File: src/rtl/hdmi_cfg_pkg.sv
// Shared definitions for the MS72xx configuration sequencer: state encoding,
// ROM entry layout and the default transmitter IIC address.
package hdmi_cfg_pkg;

  typedef enum logic [2:0] {
    ST_WAIT  = 3'd0,
    ST_FETCH = 3'd1,
    ST_REQ   = 3'd2,
    ST_XFER  = 3'd3,
    ST_GAP   = 3'd4,
    ST_DONE  = 3'd5,
    ST_FAIL  = 3'd6
  } cfg_state_t;

  // One ROM entry is {register address[15:0], register data[7:0]}.
  localparam int ROM_W = 24;

  localparam logic [7:0] DEFAULT_DEV_ADDR = 8'hB2;

endpackage

File: src/rtl/hdmi_cfg_rom.sv
// MS72xx register-write table. Synchronous read with one cycle of latency;
// indices past the end of the table read back as zero.
module hdmi_cfg_rom
  import hdmi_cfg_pkg::*;
(
  input  logic             clk,
  input  logic [7:0]       idx,
  output logic [ROM_W-1:0] data
);

  logic [ROM_W-1:0] rom_d;

  always_comb begin
    rom_d = '0;
    case (idx)
      8'd0:  rom_d = 24'h128104;  8'd1:  rom_d = 24'h001604;  8'd2:  rom_d = 24'h000901;  8'd3:  rom_d = 24'h000709;
      8'd4:  rom_d = 24'h000A7B;  8'd5:  rom_d = 24'h00170F;  8'd6:  rom_d = 24'h001605;  8'd7:  rom_d = 24'h001202;
      8'd8:  rom_d = 24'h120020;  8'd9:  rom_d = 24'h120101;  8'd10: rom_d = 24'h120263;  8'd11: rom_d = 24'h120300;
      8'd12: rom_d = 24'h120410;  8'd13: rom_d = 24'h120505;  8'd14: rom_d = 24'h120620;  8'd15: rom_d = 24'h120703;
      8'd16: rom_d = 24'h12082C;  8'd17: rom_d = 24'h120900;  8'd18: rom_d = 24'h120A05;  8'd19: rom_d = 24'h120B00;
      8'd20: rom_d = 24'h120C19;  8'd21: rom_d = 24'h120D00;  8'd22: rom_d = 24'h120E94;  8'd23: rom_d = 24'h120F04;
      8'd24: rom_d = 24'h121065;  8'd25: rom_d = 24'h121104;  8'd26: rom_d = 24'h121258;  8'd27: rom_d = 24'h121302;
      8'd28: rom_d = 24'h121480;  8'd29: rom_d = 24'h121507;  8'd30: rom_d = 24'h121638;  8'd31: rom_d = 24'h121704;
      8'd32: rom_d = 24'h130011;  8'd33: rom_d = 24'h130100;  8'd34: rom_d = 24'h130240;  8'd35: rom_d = 24'h130300;
      8'd36: rom_d = 24'h131001;  8'd37: rom_d = 24'h131100;  8'd38: rom_d = 24'h131200;  8'd39: rom_d = 24'h131300;
      8'd40: rom_d = 24'h140001;  8'd41: rom_d = 24'h140110;  8'd42: rom_d = 24'h140202;  8'd43: rom_d = 24'h140300;
      8'd44: rom_d = 24'h150080;  8'd45: rom_d = 24'h150100;  8'd46: rom_d = 24'h150218;  8'd47: rom_d = 24'h150300;
      8'd48: rom_d = 24'h160001;  8'd49: rom_d = 24'h160102;  8'd50: rom_d = 24'h160200;  8'd51: rom_d = 24'h160300;
      8'd52: rom_d = 24'h170010;  8'd53: rom_d = 24'h170120;  8'd54: rom_d = 24'h170230;  8'd55: rom_d = 24'h170340;
      8'd56: rom_d = 24'h180082;  8'd57: rom_d = 24'h180102;  8'd58: rom_d = 24'h18020D;  8'd59: rom_d = 24'h180300;
      8'd60: rom_d = 24'h002003;  8'd61: rom_d = 24'h001201;  8'd62: rom_d = 24'h001640;  8'd63: rom_d = 24'h128105;
      default: rom_d = '0;
    endcase
  end

  always_ff @(posedge clk) begin
    data <= rom_d;
  end

endmodule

File: src/rtl/hdmi_cfg_seq.sv
// Power-on register-write sequencer for the MS72xx HDMI transmitter: walks the
// configuration ROM, hands each write to the IIC master and retries NACKs.
module hdmi_cfg_seq
  import hdmi_cfg_pkg::*;
#(
  parameter logic [7:0]  CFG_NUM     = 8'd64,
  parameter logic [7:0]  DEV_ADDR    = DEFAULT_DEV_ADDR,
  parameter logic [15:0] STARTUP_CYC = 16'd10000,
  parameter logic [7:0]  GAP_CYC     = 8'd20,
  parameter logic [2:0]  MAX_RETRY   = 3'd3
) (
  input  logic        clk,
  input  logic        rst,
  input  logic        reinit,
  output logic        iic_req,
  output logic [7:0]  iic_dev,
  output logic [15:0] iic_addr,
  output logic [7:0]  iic_wdata,
  input  logic        iic_ack,
  input  logic        iic_done,
  input  logic        iic_nack,
  output logic        init_over,
  output logic        cfg_err,
  output logic [7:0]  err_idx,
  output logic        busy,
  output cfg_state_t  dbg_state
);

  // Handshake: iic_req is a level request that stays high, with iic_addr and
  // iic_wdata frozen, until a cycle where iic_ack is high; that cycle is the
  // transfer. iic_done (qualified by iic_nack) closes it. Strays are ignored.

  cfg_state_t        state, state_n;
  logic [7:0]        idx, idx_n;
  logic [15:0]       cnt, cnt_n;
  logic [2:0]        retry, retry_n;
  logic              fetch_ph, fetch_ph_n;
  logic              req_n, init_over_n, cfg_err_n, busy_n;
  logic [15:0]       addr_n;
  logic [7:0]        wdata_n, err_idx_n;
  logic [ROM_W-1:0]  rom_q;

  hdmi_cfg_rom u_rom (
    .clk  (clk),
    .idx  (idx),
    .data (rom_q)
  );

  assign iic_dev   = DEV_ADDR;
  assign dbg_state = state;

  always_comb begin
    state_n     = state;
    idx_n       = idx;
    cnt_n       = cnt;
    retry_n     = retry;
    fetch_ph_n  = 1'b0;
    req_n       = iic_req;
    addr_n      = iic_addr;
    wdata_n     = iic_wdata;
    init_over_n = init_over;
    cfg_err_n   = cfg_err;
    err_idx_n   = err_idx;
    case (state)
      ST_WAIT: begin
        if (cnt == STARTUP_CYC - 16'd1) begin
          state_n = ST_FETCH;
          cnt_n   = '0;
        end else begin
          cnt_n = cnt + 16'd1;
        end
      end
      // First FETCH cycle lets the ROM read idx; the second latches its output.
      ST_FETCH: begin
        if (!fetch_ph) begin
          fetch_ph_n = 1'b1;
        end else begin
          addr_n  = rom_q[23:8];
          wdata_n = rom_q[7:0];
          req_n   = 1'b1;
          state_n = ST_REQ;
        end
      end
      ST_REQ: begin
        if (iic_ack) begin
          req_n   = 1'b0;
          state_n = ST_XFER;
        end
      end
      ST_XFER: begin
        if (iic_done) begin
          if (!iic_nack) begin
            retry_n = '0;
            if (idx == CFG_NUM - 8'd1) begin
              state_n     = ST_DONE;
              init_over_n = 1'b1;
            end else begin
              idx_n   = idx + 8'd1;
              cnt_n   = '0;
              state_n = ST_GAP;
            end
          end else if (retry < MAX_RETRY) begin
            retry_n = retry + 3'd1;
            cnt_n   = '0;
            state_n = ST_GAP;
          end else begin
            err_idx_n = idx;
            cfg_err_n = 1'b1;
            state_n   = ST_FAIL;
          end
        end
      end
      // A zero GAP_CYC still spends one cycle here.
      ST_GAP: begin
        if (cnt + 16'd1 >= {8'd0, GAP_CYC}) begin
          cnt_n   = '0;
          state_n = ST_FETCH;
        end else begin
          cnt_n = cnt + 16'd1;
        end
      end
      ST_DONE, ST_FAIL: begin
        if (reinit) begin
          init_over_n = 1'b0;
          cfg_err_n   = 1'b0;
          err_idx_n   = '0;
          idx_n       = '0;
          retry_n     = '0;
          state_n     = ST_FETCH;
        end
      end
      default: state_n = ST_WAIT;
    endcase
    busy_n = (state_n != ST_DONE) && (state_n != ST_FAIL);
  end

  always_ff @(posedge clk) begin
    if (rst) begin
      state     <= ST_WAIT;
      idx       <= '0;
      cnt       <= '0;
      retry     <= '0;
      fetch_ph  <= 1'b0;
      iic_req   <= 1'b0;
      iic_addr  <= '0;
      iic_wdata <= '0;
      init_over <= 1'b0;
      cfg_err   <= 1'b0;
      err_idx   <= '0;
      busy      <= 1'b0;
    end else begin
      state     <= state_n;
      idx       <= idx_n;
      cnt       <= cnt_n;
      retry     <= retry_n;
      fetch_ph  <= fetch_ph_n;
      iic_req   <= req_n;
      iic_addr  <= addr_n;
      iic_wdata <= wdata_n;
      init_over <= init_over_n;
      cfg_err   <= cfg_err_n;
      err_idx   <= err_idx_n;
      busy      <= busy_n;
    end
  end

endmodule

File: config.mk
export PLATFORM = sky130hd
export DESIGN_NAME = hdmi_cfg_seq
export DESIGN_NICKNAME = d
export VERILOG_FILES = /design/src/rtl/hdmi_cfg_pkg.sv /design/src/rtl/hdmi_cfg_rom.sv /design/src/rtl/hdmi_cfg_seq.sv
export SDC_FILE = /design/constraint.sdc
export NUM_CORES = 1
export LEC_CHECK = 0
export ABC_CLOCK_PERIOD_IN_PS = 2750
export CAP_MARGIN = 25
export CORE_ASPECT_RATIO = 0.5
export CORE_UTILIZATION = 40
export CTS_CLUSTER_SIZE = 14
export DETAILED_ROUTE_END_ITERATION = 8
export HOLD_SLACK_MARGIN = 0.02
export MAX_ROUTING_LAYER = met4
export PLACE_DENSITY_LB_ADDON = 0.2
export SYNTH_ARGS = -nofsm -noshare
export SYNTH_HDL_FRONTEND = slang
export SYNTH_SLANG_ARGS = --single-unit
File: constraint.sdc
create_clock -name clk -period 2.75 [get_ports clk]
set_input_delay 0.55 -clock clk [delete_from_list [all_inputs] [get_ports clk]]
set_output_delay 0.55 -clock clk [all_outputs]
set_load 0.01 [all_outputs]
==> impl_metrics.ini <==
; physical design summary
[power_and_ir_drop]
ir_drop_mv = 0.248

[critical_path]
crit_family = simple AND/OR/NAND/NOR gates
worstPathRequired_ns = 3.01
worstSetupStartpointType = register
critPathBufInv = 0
critPathMaxStageDelay_ns = 0.52
crit_slowest_cell = or4_1

[global_route]
grt_overflow = 0
grt_pass1_vias = 3644
grt_max_degree = 37

[drt]
remaining_drc_errors = 0
viasPerCell = 5.46
postRouteAntennaNets = 0

[status]
status = finished clean

[floorplan]
die_y_um = 77.9
core_area_um2 = 11100
die_area_um2 = 12000

[clock_tree]
h-tree-depth = 3
clock_latency_ns = 0.34
cts.path.max_buffers = 2
cts_root_buffer = clkbuf_16
clkTransAtPathRegs_ns = 0.07
cts_buffers = 9

[final_timing]
post-route-period-util_pct = 87.9
min_period_ns = 2.42
skew_ns = 0.00561

[synth]
top_area_cell = dfxtp_1
syn_area_um2 = 4610
xor_area_share_pct = 4.56
yosys.area_share.adder_pct = 3.80
yosysWarnings = 0
synth_seq_share_pct = 36.0
ys.flop_type = dfxtp_1
synth_area_per_cell_um2 = 8.29
synthTopCellsByCount = dfxtp_1 (83), nand2_1 (68), a21oi_1 (61)
simple_gate_share_pct = 23.9
synthAoiAreaFrac_pct = 20.4
ys_types = 70
postSynth.asyncResetShare_pct = 0

[flow_run]
warning_count = 34

[cells_and_area]
final_cells = 729
n_antenna_cell = 0
nets = 599

[placed_design]
dp_cells = 713
dp_hpwl_mm = 7.38
layer usage:
layer / wire length [um] / up-vias / global-route usage (%)
li1: - / 1996 / -
met1: 5370 / 1890 / 26.0
met3: 434 / 6 / 4.19
met2: 4740 / 88 / 28.8
met5: 0 / - / -
met4: 73 / 0 / 5.00
registers in the layout (all words and copies together), names as in the netlist:
register,flops
busy,1
cfg_err,1
cnt,16
dbg_state,3
err_idx,8
fetch_ph,1
idx,8
iic_addr,12
iic_req,1
iic_wdata,8
init_over,1
retry,3
u_rom.data,20
worst min-delay path, delay by kind of cell (launching register included):
family	cells	cell delay [ns]
flops	1	0.30
simple gates	1	0.04
compound gates	1	0.05
kinds of logic after synthesis:
group,after synthesis
buf+inv,69
other cells,2
xor+xnor,24
flops,83
simple gates,209
compound gates,147
fa+ha+maj,14
mux,8
per-stage QoR:
step / area, um2 / power, mW / hold slack [ns]
after floorplan: 4650 / 1.30 / 0.417
after global placement: 5000 / 1.30 / 0.423
after detailed placement: 5000 / 1.30 / 0.426
after CTS: 5310 / 2.54 / 0.439
after global routing: 5310 / 2.60 / 0.448
final: 5310 / 2.51 / 0.435
final timing paths:
kind / from / end / slack (ns) / cells past startpoint
min: u_rom.data[1]$_SDFF_PP0_ / iic_wdata[1]$_SDFFE_PP0P_ / 0.44 / 2
min reg2reg: u_rom.data[1]$_SDFF_PP0_ / iic_wdata[1]$_SDFFE_PP0P_ / 0.44 / 2
max: cnt[1]$_SDFFE_PP0P_ / cnt[1]$_SDFFE_PP0P_ / 0.33 / 7
max reg2reg: cnt[1]$_SDFFE_PP0P_ / cnt[1]$_SDFFE_PP0P_ / 0.33 / 7
area by class of cell:
type	count	area (um2)	area share, %
clock buffers	9	225	4.24
clock inverters	7	85.1	1.60
inverters	13	48.8	0.919
multi-input cells	414	2580	48.6
flip-flops and latches	83	1660	31.3
well taps	145	181	3.41
repair buffers	58	531	9.99
power by group:
group	internal, mW	switching, mW	total, mW	leakage (nW)
combinational	0.0214	0.0392	0.0606	1.11
clock	0.719	0.518	1.24	0.152
sequential	1.21	0.00563	1.21	0.669
layout by cell type (no fill, tap or decap), drive strengths merged, types with 7 or more instances in the layout:
cell / count
nor3: 12
ha: 14
nand2: 68
nor3b: 7
xnor2: 18
nor2: 47
a211oi: 9
nand2b: 7
nand3: 14
dfxtp: 83
clkdlybuf4s50: 39
o21ai: 21
a21oi: 70
conb: 12
buf: 19
nor4: 8
inv: 14
nand4: 9
clkbuf: 9
a22oi: 8
congestion.png
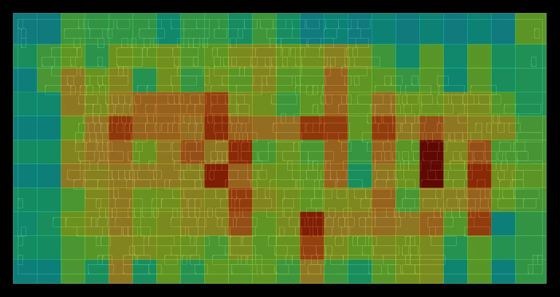
overall global routing resource usage: 19.2%
global-route met1 utilization: 26.0%
Routed WL per cell: 14.6 um
met3 Use GR: 4.19%
Final Util: 47.8%

sizes.png
(4 px per um)
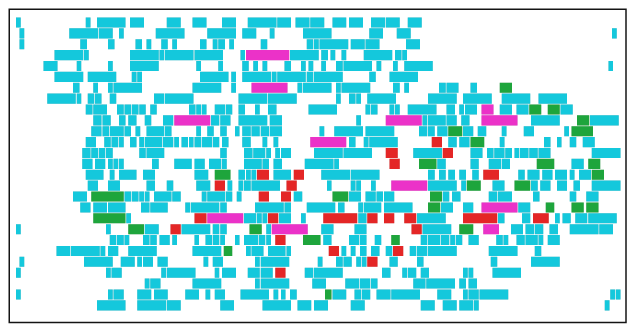
legend:
  red:
    size: _3 and _4 cells
    cells: 26
    share: 4.5%
  cyan:
    size: _0 and _1 cells
    cells: 517
    share: 89%
  magenta:
    size: _6 and larger
    cells: 12
    share: 2.1%
  green:
    size: _2 cells
    cells: 29
    share: 5.0%
Non-clock buffers: 58
Area Overhead vs Synth: 15.2%
final setup margin: 0.332 ns

logic_types.png
(4 px per um)
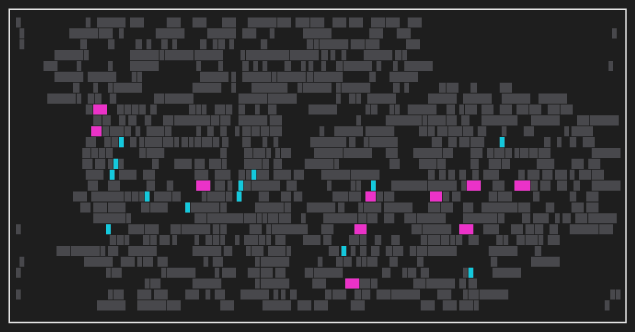
legend:
  cyan:
    family: inv cells
    cells: 13
  magenta:
    family: non-inverting ao/oa cells
    cells: 10

layer_met2.png
(2 px per um) Cells faint in the background.
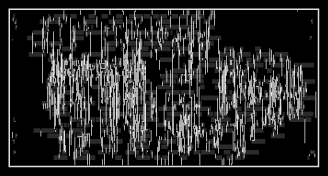
share of all routed wire: 45%
wire length on this layer: 4740 um
nets with wire on the layer: 487
longest straight run: 42.5 um
main direction: vertical
met2 Track Usage GR: 28.8%
DR vias: 3980

Power is estimated from default activity; no workload was simulated.
